run_1/pdn.png
The bar under the picture is 50 um long. Pins as bars on the die edge. Tap cells in gray.
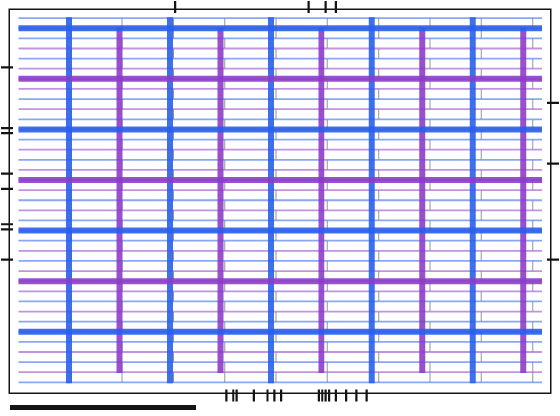
run_1/cell_classes.png
The bar under the picture is 50 um long.
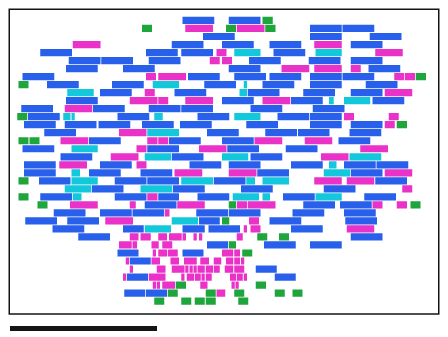
run_1/clock_map.png
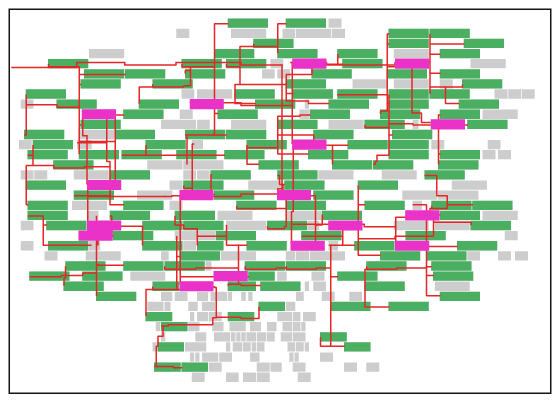
run_1/metal_stack.png
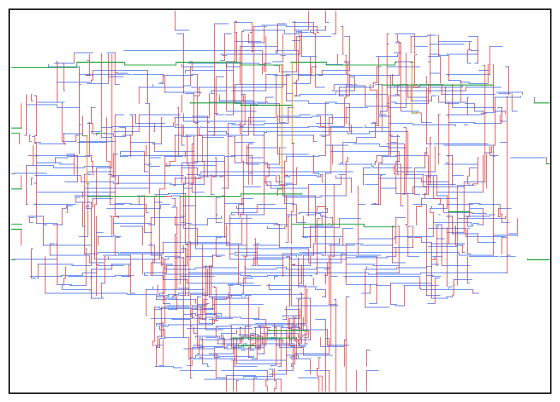
### config.mk
export PLATFORM = sky130hd
export DESIGN_NAME = srl16_fifo_ctrl
export DESIGN_NICKNAME = d
export VERILOG_FILES = /design/src/rtl/srl16_fifo_ctrl.sv
export SDC_FILE = /design/constraint.sdc
export NUM_CORES = 1
export LEC_CHECK = 0
export ABC_AREA = 0
export CORE_ASPECT_RATIO = 0.7
export CORE_MARGIN = 2
export CORE_UTILIZATION = 40
export DETAILED_ROUTE_END_ITERATION = 10
export HOLD_SLACK_MARGIN = 0.12
export PLACE_DENSITY_LB_ADDON = 0.25
export SYNTH_ARGS = -nofsm -noshare
export SYNTH_HDL_FRONTEND = slang
export SYNTH_HIERARCHICAL = 1
export SYNTH_SLANG_ARGS = --single-unit
### constraint.sdc
create_clock -name CLK -period 12.9 [get_ports CLK]
set_input_delay 3.87 -clock CLK [delete_from_list [all_inputs] [get_ports CLK]]
set_output_delay 3.87 -clock CLK [all_outputs]
set_load 0.005 [all_outputs]
### src/rtl/srl16_fifo_ctrl.sv
// 16-deep FIFO on per-bit SRL16E shift registers plus write/read control.
// Define SRL_FIFO_OREG_EN for a registered read port; default is FWFT.
module srl16e_bit (
  input  logic       CLK,
  input  logic       CE,
  input  logic       D,
  input  logic [3:0] A,
  output logic       Q
);

  logic [15:0] r_sr;

  always_ff @(posedge CLK) begin
    if (CE) r_sr <= {r_sr[14:0], D};
  end

  assign Q = r_sr[A];

endmodule

module srl16_fifo_ctrl #(
  parameter int WIDTH = 8
) (
  input  logic             CLK,
  input  logic             RST,
  input  logic             WR_EN,
  input  logic [WIDTH-1:0] WR_DATA,
  output logic             FULL,
  input  logic             RD_EN,
  output logic [WIDTH-1:0] RD_DATA,
  output logic             RD_VALID,
  output logic             EMPTY,
  output logic [4:0]       COUNT,
  output logic             OVF,
  output logic             UNF
);

  logic [4:0]       r_count;
  logic [3:0]       r_rd_ptr;
  logic             r_full;
  logic             r_empty;
  logic             r_ovf;
  logic             r_unf;

  logic             w_wr_acc;
  logic             w_rd_acc;
  logic             w_ce;
  logic [4:0]       w_cnt_nxt;
  logic [4:0]       w_cnt_dec;
  logic [3:0]       w_ptr_nxt;
  logic [WIDTH-1:0] w_q;

  assign w_rd_acc = RD_EN & ~r_empty;
  // A write at full only fits because the simultaneous pop frees slot 15.
  assign w_wr_acc = WR_EN & (~r_full | RD_EN);
  assign w_ce     = w_wr_acc & ~RST;

  always_comb begin
    w_cnt_nxt = r_count;
    if (w_wr_acc & ~w_rd_acc)
      w_cnt_nxt = r_count + 5'd1;
    else if (w_rd_acc & ~w_wr_acc)
      w_cnt_nxt = r_count - 5'd1;
  end

  assign w_cnt_dec = w_cnt_nxt - 5'd1;
  assign w_ptr_nxt = (w_cnt_nxt == 5'd0) ? 4'd0 : w_cnt_dec[3:0];

  always_ff @(posedge CLK) begin
    if (RST) begin
      r_count  <= 5'd0;
      r_rd_ptr <= 4'd0;
      r_full   <= 1'b0;
      r_empty  <= 1'b1;
      r_ovf    <= 1'b0;
      r_unf    <= 1'b0;
    end else begin
      r_count  <= w_cnt_nxt;
      r_rd_ptr <= w_ptr_nxt;
      r_full   <= (w_cnt_nxt == 5'd16);
      r_empty  <= (w_cnt_nxt == 5'd0);
      r_ovf    <= WR_EN & ~w_wr_acc;
      r_unf    <= RD_EN & ~w_rd_acc;
    end
  end

  for (genvar i = 0; i < WIDTH; i++) begin : g_srl
    srl16e_bit u_srl (
      .CLK (CLK),
      .CE  (w_ce),
      .D   (WR_DATA[i]),
      .A   (r_rd_ptr),
      .Q   (w_q[i])
    );
  end

`ifdef SRL_FIFO_OREG_EN
  logic [WIDTH-1:0] r_rd_data;
  logic             r_rd_valid;

  always_ff @(posedge CLK) begin
    if (RST) begin
      r_rd_data  <= '0;
      r_rd_valid <= 1'b0;
    end else begin
      r_rd_valid <= w_rd_acc;
      if (w_rd_acc) r_rd_data <= w_q;
    end
  end

  assign RD_DATA  = r_rd_data;
  assign RD_VALID = r_rd_valid;
`else
  assign RD_DATA  = w_q;
  assign RD_VALID = ~r_empty;
`endif

  assign COUNT = r_count;
  assign FULL  = r_full;
  assign EMPTY = r_empty;
  assign OVF   = r_ovf;
  assign UNF   = r_unf;

endmodule

==> impl_metrics.yaml, run 1 <==
# synthesis and place-and-route metrics
clock_network:
  root_buffer: "clkbuf_16"
  cts_buffers: 17
  cts_resized: 0
  cts_hold_buf: 0
critical_path:
  rr_worst_depth: 4
  crit_path_frequent_cell: "mux2i_1"
  critPathKind: "register to output pin"
  setup.worst_path.end: "RD_DATA[0]"
  cp_cell_sequence: "buf_4 -> mux4_1 -> mux2i_1 -> mux2i_1 -> clkdlybuf4s50_1"
  crit_family: "multiplexers"
run_status:
  status: "finished, final reports clean"
finish:
  logic_gates: 107
  drive_gt1_share_pct: 13.2
  largest_class: "sequential cells"
  mi_logic_area_um2: 1450
  fillers: 1140
  final-seq-area_um2: 4110
  syn2layout_area_growth_pct: 20.9
synth:
  synth_area_leader_cell: "edfxtp_1"
  synth_cells: 255
  async_reset_ff_share_pct: 0
  ys_area_um2: 5580
  ys_ff: 141
  synth_seq_share_pct: 73.5
  synth-main-ff-cell: "edfxtp_1"
  top_logic_kind: "multiplexers"
placed_design:
  numPortBuffers: 29
  dp.cells: 475
  dp_hpwl_um: 5220
final_timing:
  hold_slack_ns: 0.437
  maxClockFrequency_ghz: 0.153
  rsz0062_at_grt: "no"
  hold_violations: 0
  fin_crit_sh_pct: 50.6
  relSlewSlack_pct: 27.3
  slew_violations: 0
power_and_ir_drop:
  leakagePower_nw: 2.23
routing:
  vias_per_cell: 5.13
hold_path:
  min_path_cells: 0
die:
  nWellTaps: 190
  initCoreUtil_pct: 40.5
grt:
  grt_max_degree: 72
  busiest_layer: "met2"
About pdn.png:
- VDD: purple
- VSS: blue
- tap cells: 190
- met4 straps: 10
- signal pins: 30
- met5 straps: 7
Peak supply drop: 0.000106 V
DIE HEIGHT: 103 um
core box area: 13800 um^2
Die Wd: 145 um

About cell_classes.png:
- flip-flops: blue (cells 141; share of their area 63%)
- all other logic: magenta (cells 112; share of their area 23%)
- other buffers and delay cells: green (cells 32; share of their area 4.8%)
- clock drivers and dummy loads: cyan (cells 32; share of their area 9.6%)
final instance area: 6750 um^2
row count: 36
fin util: 49.0%
Seq/total area: 60.8%

About clock_map.png:
- clock wires: red (length 1670 um)
- cells driving clock nets: magenta (count 17)
- flip-flops: green (count 141)
- routed clock nets: 18
Clock Latency Late Sink: 0.41 ns
clk pwr: 0.506 mW
Clock Power Share: 41.3%
Max Clock Skew: 0.00653 ns

About metal_stack.png:
- met1: blue (wire length 4560 um)
- met3: green (wire length 314 um)
- met2: red (wire length 4010 um)
- met4: orange (wire length 81.6 um)
routed vias: 2603
routed wire length: 8960 um
WL/cell: 17.7 um
GRT Total Usage: 12.8%

==> run 2: changes to the inputs <==
- clock period: 12.9 -> 5.9 ns (I/O delays scaled with it)
==> impl_metrics.yaml, run 2 <==
# synthesis and place-and-route metrics
final_timing:
  slew_violations: 0
  clock_skew_ns: 0.00628
  rsz0062_at_grt: "no"
  fin_crit_sh_pct: 78.7
  relSlewSlack_pct: 23.9
  maxClockFrequency_ghz: 0.215
  hold_violations: 0
  finalCriticalPeriod_ns: 4.64
  hold_slack_ns: 0.438
critical_path:
  critPathKind: "register to output pin"
  crit_start: "r_rd_ptr[0]$_SDFF_PP0_"
  slowest_stage: "dfxtp_2"
  rr_worst_depth: 8
  crit_path_frequent_cell: "mux2i_1"
  path_buffers: 1
  crit_family: "flip-flops"
  critPathMaxStageDelay_ns: 1.03
  cp_cell_sequence: "mux4_1 -> mux2i_1 -> mux2i_1 -> clkdlybuf4s50_1"
  setup.worst_path.end: "RD_DATA[1]"
  endpoint_kind: "output pin"
synth:
  synth_top_area_share_pct: 68.9
  ys_area_um2: 5580
  synth-edff-count: 128
  synth-main-ff-cell: "edfxtp_1"
  synth_seq_share_pct: 73.5
  ys_warn_count: 6
  synth_cells: 255
  synth_area_leader_cell: "edfxtp_1"
  async_reset_ff_share_pct: 0
  ys_ff: 141
  top_logic_kind: "multiplexers"
routing:
  drt-total-wl_um: 8890
  via_count: 2639
  first_iter_violations: 160
  ant_nets: 0
  vias_per_cell: 5.22
  dr_wl_met2_um: 3860
clock_network:
  clk_latency_ns: 0.40
  cts_hold_buf: 0
  cts_buffers: 17
  root_buffer: "clkbuf_16"
  clock-sinks: 141
  cts_resized: 0
run_status:
  status: "finished, final reports clean"
grt:
  busiest_layer: "met1"
  grt_max_degree: 79
  antenna_found_initial: 0
  grt_pass1_vias: 2575
finish:
  drive_gt1_share_pct: 13.6
  syn2layout_area_growth_pct: 20.8
  final-seq-area_um2: 4110
  seq_area_share_pct: 60.9
  mi_logic_area_um2: 1450
  signal_buffers: 31
  fillers: 1163
  stdcell_area_um2: 6740
  largest_class: "sequential cells"
  layout.cells.non_filler: 506
  inverters: 5
  comb_share_pct: 21.5
  antenna_cells: 0
  logic_gates: 107
power_and_ir_drop:
  top_power_group: "sequential cells"
  leakagePower_nw: 2.22
  p_comb_mw: 0.327
  p_clk_mw: 1.11
  pwr-share-clk_pct: 41.4
  ir_drop_v: 0.000182
  power.share.combinational_pct: 12.2
die:
  initCoreUtil_pct: 40.5
  die_w_um: 145
  chipHeight_um: 103
  row_count: 36
  nWellTaps: 190
  core_area_um2: 13800
placed_design:
  dp.cells: 474
  numPortBuffers: 29
  dp_hpwl_um: 5000
hold_path:
  hold_path.startpoint: "g_srl[0].u_srl/r_sr[9]$_DFFE_PP_"
  min_path_cells: 0
run_2/final_congestion.png
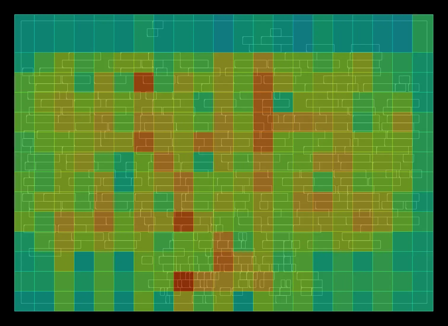
GRT Total Usage: 12.6%
WL/cell: 17.6 um
GR Layer Usage met3: 4.12%
fin util: 48.9%
GR Layer Usage met1: 18.2%

run_2/pdn.png
The bar under the picture is 50 um long. Pins as bars on the die edge. Tap cells in gray.
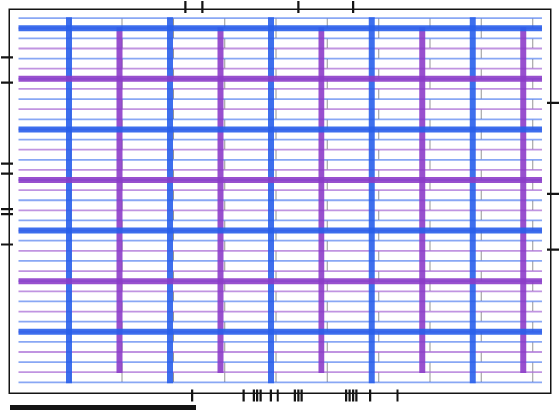
- VSS: blue
- VDD: purple
- tap cells: 190
- signal pins: 30
- met1 rails: 37

Power is estimated from default activity; no workload was simulated.
